<file path="config.mk">
export PLATFORM = sky130hd
export DESIGN_NAME = reset_sequencer
export DESIGN_NICKNAME = d
export VERILOG_FILES = /design/src/rtl/reset_sequencer.sv
export SDC_FILE = /design/constraint.sdc
export NUM_CORES = 1
export LEC_CHECK = 0
export ABC_AREA = 0
export CORE_UTILIZATION = 57
export DETAILED_ROUTE_END_ITERATION = 10
export HOLD_SLACK_MARGIN = 0.1
export PLACE_DENSITY = 0.83
export SYNTH_ARGS = -nofsm -noshare
export SYNTH_HDL_FRONTEND = slang
export SYNTH_SLANG_ARGS = --single-unit
</file>
<file path="constraint.sdc">
create_clock -name clk -period 3.11 [get_ports clk]
set_input_delay 0.4665 -clock clk [delete_from_list [all_inputs] [get_ports clk]]
set_output_delay 0.4665 -clock clk [all_outputs]
set_load 0.05 [all_outputs]
</file>
<file path="src/rtl/reset_sequencer.sv">
// Staged reset controller: hold, filtered PLL lock, then timed
// release of active-low reset domains, restarting on sw request or lock loss.
module reset_sequencer #(
  parameter int NUM_STAGES = 4,
  parameter int HOLD_CYC   = 32,
  parameter int LOCK_FILT  = 8,
  parameter int STAGE_DLY  = 16
) (
  input  logic                  clk,
  input  logic                  rstb,
  input  logic                  pll_locked,
  input  logic                  sw_rst_req,
  output logic [NUM_STAGES-1:0] rst_n_o,
  output logic                  done,
  output logic                  sw_rst_ack,
  output logic [7:0]            lock_lost_cnt,
  output logic [1:0]            state_o
);

  localparam logic [1:0] HOLD      = 2'd0;
  localparam logic [1:0] WAIT_LOCK = 2'd1;
  localparam logic [1:0] RELEASE   = 2'd2;
  localparam logic [1:0] RUN       = 2'd3;

  localparam int MAXC = (HOLD_CYC > STAGE_DLY) ? HOLD_CYC : STAGE_DLY;
  localparam int CW   = $clog2(MAXC) + 1;
  localparam int LW   = $clog2(LOCK_FILT) + 1;

  localparam logic [NUM_STAGES-1:0] FIRST = NUM_STAGES'(1);

  logic [1:0]            sync;
  logic                  lock_s;
  logic [CW-1:0]         cnt;
  logic [LW-1:0]         lock_cnt;
  logic                  lost;
  logic                  restart;
  logic [NUM_STAGES-1:0] next_rel;

  assign lock_s   = sync[1];
  assign lost     = !lock_s && (state_o == RELEASE || state_o == RUN);
  assign restart  = sw_rst_req || lost;
  assign next_rel = (rst_n_o << 1) | FIRST;

  always_ff @(posedge clk or negedge rstb) begin
    if (!rstb) begin
      sync <= 2'b00;
    end else begin
      sync <= {sync[0], pll_locked};
    end
  end

  always_ff @(posedge clk or negedge rstb) begin
    if (!rstb) begin
      state_o       <= HOLD;
      cnt           <= '0;
      lock_cnt      <= '0;
      rst_n_o       <= '0;
      done          <= 1'b0;
      sw_rst_ack    <= 1'b0;
      lock_lost_cnt <= 8'd0;
    end else begin
      sw_rst_ack <= sw_rst_req;
      if (lost && lock_lost_cnt != 8'hff) begin
        lock_lost_cnt <= lock_lost_cnt + 8'd1;
      end
      if (restart) begin
        state_o  <= HOLD;
        cnt      <= '0;
        lock_cnt <= '0;
        rst_n_o  <= '0;
        done     <= 1'b0;
      end else begin
        unique case (state_o)
          HOLD: begin
            rst_n_o  <= '0;
            done     <= 1'b0;
            lock_cnt <= '0;
            if (cnt == CW'(HOLD_CYC - 1)) begin
              cnt     <= '0;
              state_o <= WAIT_LOCK;
            end else begin
              cnt <= cnt + 1'b1;
            end
          end
          WAIT_LOCK: begin
            if (!lock_s) begin
              lock_cnt <= '0;
            end else if (lock_cnt == LW'(LOCK_FILT - 1)) begin
              lock_cnt <= '0;
              cnt      <= '0;
              rst_n_o  <= FIRST;
              // a single domain means the first release is also the last
              if (&FIRST) begin
                state_o <= RUN;
                done    <= 1'b1;
              end else begin
                state_o <= RELEASE;
              end
            end else begin
              lock_cnt <= lock_cnt + 1'b1;
            end
          end
          RELEASE: begin
            if (cnt == CW'(STAGE_DLY - 1)) begin
              cnt     <= '0;
              rst_n_o <= next_rel;
              if (&next_rel) begin
                state_o <= RUN;
                done    <= 1'b1;
              end
            end else begin
              cnt <= cnt + 1'b1;
            end
          end
          RUN: begin
            done <= 1'b1;
          end
        endcase
      end
    end
  end

endmodule
</file>
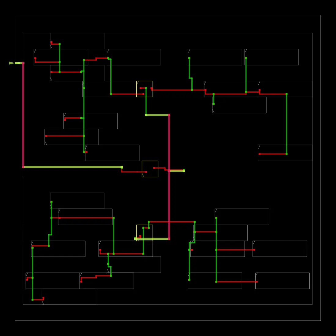
**Above:** run 1 (clock nets).
Latency at later pin: 330 ps
Max Clock Skew: 0.706 ps
cts bufs inserted: 3

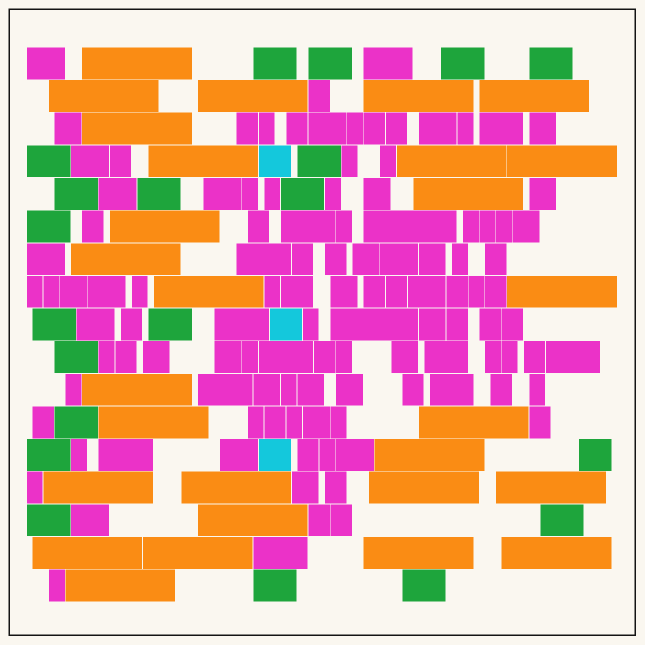
**Above:** run 1 (cell classes on the final placement).
Drawn at 12 px/micron.
[remaining buffers and delay cells] green | cells: 20 | share of their area: 12%
[clock-net drivers] cyan | cells: 3 | share of their area: 1.4%
[remaining logic cells] magenta | cells: 112 | share of their area: 43%
[registers] orange | cells: 28 | share of their area: 43%
final core utilization: 73.1%
# rows: 17

==> reports/metrics.cfg, run 1 <==
[clock_network]
ctsHoldBuffers=0
clk_pin_slew_ps=140
clock-root-buffer=clkbuf_4
cts_tree=built

[layout]
lay_top_cells=dfrtp_1, nand2_1, clkdlybuf4s50_1
seq_area_share_pct=42.1
comb_area_share_pct=41.4
signal_buffers=20
largestClassByArea=flip-flops and latches
nonClockInverterCount=5
layout_top_cell=dfrtp_1
drive_above_1_share_pct=6.75
largest_reg_flops=8

[die]
tap_cells=28
coreArea_sq_mm=0.00228
initial_core_util_pct=62.7
die_h_microns=52.0
die_area_sq_mm=0.00271

[place]
hpwlAfterDp_microns=1970
gp_congestion=0.826

[global_route]
grt_max_degree=29
antenna_found_initial=0
overflow=0
grt_pass1_vias=1108

[final_timing]
setup_viol=0
relSlewSlack_pct=64.3
hold_viol=0
worst_slew_pin_slew_ps=528

[synthesis]
edf_count=0
ys.flops=28
common_cells=dfrtp_1, nand2_1, nand3_1
top_area_share_pct=49.1
ys_async_sr_fraction_pct=100
yosys_cells=142
syn_area_per_cell_sq_um=10.1
yosysTopAreaCell=dfrtp_1
synth.area.top_cells=dfrtp_1, ha_1, nand2_1, nand3_1, o21ai_1
synthXorXnorAreaFrac_pct=4.29
syn_inst=142

[pwr]
leakage_nw=0.720
p_per_area_mw_per_mm2=470

[min_path]
hold_depth=0
hold_class=flop to flop

[worst_setup_path]
startpoint_type=flop
slowest_stage=or4b_1
worstPathRequired_ps=3390
startpoint=state_o[0]
crit_path_max_incr_delay_ps=550
cp_cell_sequence=inv_1 > ha_1 > nor2_1 > o22ai_1 > nor2_2 > or4b_1 > nand3_1
worstPathMaxFanout=9
path_depth=7
crit_end=cnt[3]

[status]
status=finished, final reports clean

[routing]
drcViolationCount=0
vias_per_cell=5.73

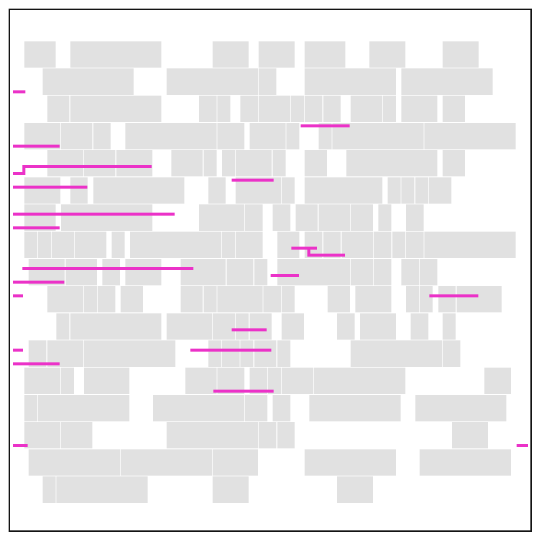
**Above:** run 1 (M3 wires).
Drawn at 10 px/micron.
main direction: horizontal
share of all routed wire: 4.3%
wire length on this layer: 115 microns
nets with wire on the layer: 18
longest straight run: 16.8 microns
M3 GR Usage: 4.39%
Total Wirelength: 2700 microns

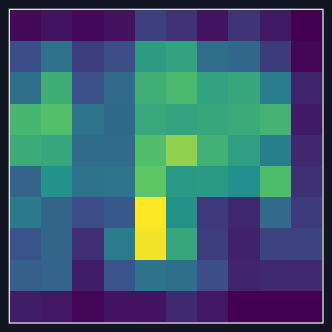
**Above:** run 1 (routed metal per tile).
Drawn at 6 px/micron. 10 x 10 tiles, from dark purple (low) to yellow (high), scaled to the fullest tile. Values are wire area over tile area, all layers added.
tiles over half the peak: 29%
fullest tile: 0.47
nearly empty tiles: 6.0%
routed length per instance: 14.1 microns
GR Util All Layers: 24.0%
via count: 1095

==> run 1: where the power goes <==
| part | switching [mW] | internal, mW |
|---|---|---|
| Combinational | 0.134 | 0.0753 |
| Sequential | 0.0330 | 0.393 |
| Clock | 0.101 | 0.0456 |
| Total | 0.268 | 0.514 |
==> run 1: metrics by stage <==
stage          power (mW)  setup slack [ps]  std cells
2_1_floorplan       0.576               907        142
3_3_place_gp        0.632               821        188
3_5_place_dp        0.642               750        188
4_1_cts             0.781               868        191
5_1_grt             0.824               643        191
6_report            0.782               875        191
==> run 1: metal layers <==
layer / track usage (%) / wire (microns) / vias up
met5: 0 / 0 / -
li1: - / - / 545
met3: 4.39 / 114 / 5
met1: 31.3 / 1250 / 518
met2: 39.3 / 1290 / 27
met4: 9.46 / 38 / 0
==> inputs of run 2 (changes only) <==
Settings changed: CORE_UTILIZATION 57 to 48, PLACE_DENSITY 0.83 to 0.74.
Clock period 3.11 ns to 1.82 ns, I/O delays scaled along.
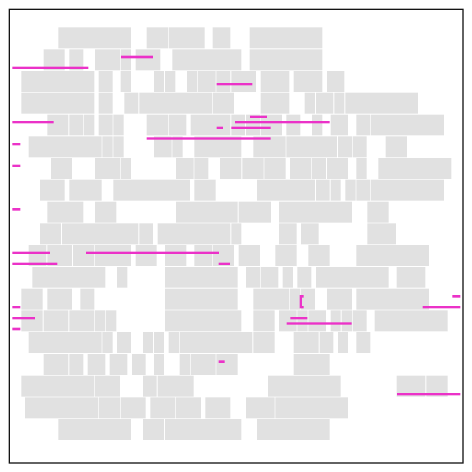
**Above:** run 2 (M3 wires).
Drawn at 8 px/micron.
wire length on this layer: 113 microns
longest straight run: 16.3 microns
M3 GR Usage: 2.53%
via count: 1190
Total Wirelength: 2990 microns

==> run 2 against run 1 <==
  * Utilization is 4.5 points lower
  * Final area is 15% higher
  * Final cell count is 12% higher
  * Wire length is 11% higher
  * Synthesized area stayed put
  * Critical path depth is 2 lower
  * Clock power is 110% higher
  * Synthesized cell count stayed put
  * Sequential cell count stayed put
  * Clock skew is 2.2 ps higher
  * Via count is 8.7% higher
  * Sequential power is 73% higher
  * Critical path type unchanged
  * Largest power group unchanged
  * Highest routed layer unchanged
==> reports/metrics.cfg, run 2 <==
[synthesis]
ys_async_sr_fraction_pct=100  ; unchanged
synth.area.top_cells=dfrtp_1, ha_1, nand2_1, nand3_1, o21ai_1
common_cells=dfrtp_1, nand2_1, nand3_1
yosysTopAreaCell=dfrtp_1
syn_inst=142  ; unchanged
yosys_cells=142  ; unchanged
ys.flops=28  ; unchanged

[pwr]
p_int_mw=1.02  ; +99%
combPwrFrac_pct=32.6  ; +5.9 points
clock_power_uw=306  ; +110%
comb_power_uw=504  ; +140%
clockPowerShare_pct=19.8  ; +1.0 points
p_per_area_mw_per_mm2=811  ; +73%

[min_path]
hold_class=input port to asynchronous set/reset pin

[routing]
vias_per_cell=5.56  ; -3.0%
drcViolationCount=0  ; unchanged
wl_met1_microns=1440  ; +15%

[clock_network]
clock_latency_ps=330  ; about the same
clock-root-buffer=clkbuf_4

[worst_setup_path]
cp_cell_sequence=nor2b_1 > or2_0 > a211oi_4 > or4b_1 > nand3_1
startpoint_type=flop
slowest_stage=dfrtp_2
crit_end=cnt[3]
path_depth=5  ; -2
startpoint=state_o[1]
crit_path_max_incr_delay_ps=470  ; -80 ps
worstPathRequired_ps=2100  ; -1290 ps

[place]
placed_cells=207  ; +10%
gp_congestion=0.841  ; +1.8%
dp_slack_ps=-80.3  ; -830 ps

[layout]
nonClockInverterCount=5  ; unchanged
fin_util_pct=68.6  ; -4.5 points
layout_top_cell=buf_4
largest_reg_flops=8  ; unchanged
signal_buffers=39  ; +95%
fin_cells=214  ; +12%
drive_above_1_share_pct=29.5  ; +23 points
seq_area_share_pct=37.0  ; -5.1 points
comb_area_share_pct=41.3  ; -0.079 points
largestClassByArea=multi-input combinational cells

[final_timing]
relSlewSlack_pct=66.9  ; +2.6 points
skew_ps=2.90  ; +2.20 ps
setup_slack_ps=26.3  ; -849 ps
worst_slew_pin_slew_ps=496  ; -31.7 ps
setup_viol=0  ; unchanged

[global_route]
grt_pass1_vias=1154  ; +4.2%
grt_max_degree=29  ; unchanged
track_usage_pct=20.9  ; -3.2 points

[die]
fp-row-count=19  ; +2
tap_cells=31  ; +11%

[status]
status=finished, final reports clean

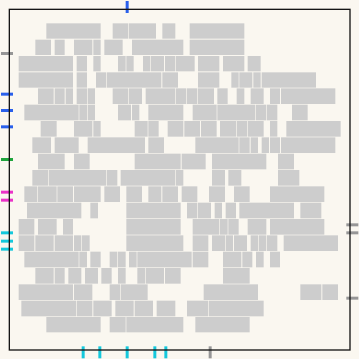
**Above:** run 2 (I/O pins on the die edge).
Drawn at 6 px/micron. Pins as bars across the die edge, other pins in grey.
[lock_lost_cnt] cyan | pins: 8 | direction: output | edge: 5 bottom, 3 left
[rst_n_o] blue | pins: 4 | direction: output | edge: 3 left, 1 top
[done] green | pins: 1 | direction: output | edge: left
[state_o] magenta | pins: 2 | direction: output | edge: left
DIE HEIGHT: 56.5 microns
die width: 56.5 microns

[run 2: netlist changes by cell type in the layout (fill, tap and decap cells not counted), moves of 2 or more]
cell	previous run	this run
clkdlybuf4s50_1	19	4
dfrtp_1	28	24
ha_4	0	4
dfrtp_2	0	4
ha_1	8	4
dlygate4sd2_1	0	5
buf_4	1	28
inv_1	5	3
[run 2: metal layers]
metal	vias up	GRT usage [%]
met5	-	0
met4	0	10.5
met3	5	2.53
met2	36	33.8
met1	562	27.6
li1	587	-
[run 2: cells by family (layout without fill, tap and decap cells)]
logic type,count (synthesis),count (layout),synth area share (%)
buffers and inverters,7,48,2.63
AND-OR/OR-AND,28,28,13.8
flip-flops,28,28,49.1
multiplexers,2,2,1.49
adder cells (fa/ha/maj),8,8,7.01
AND/OR/NAND/NOR,62,62,21.7
XOR/XNOR,7,7,4.29
No activity file was given, so power comes from the tool's default toggle rates.
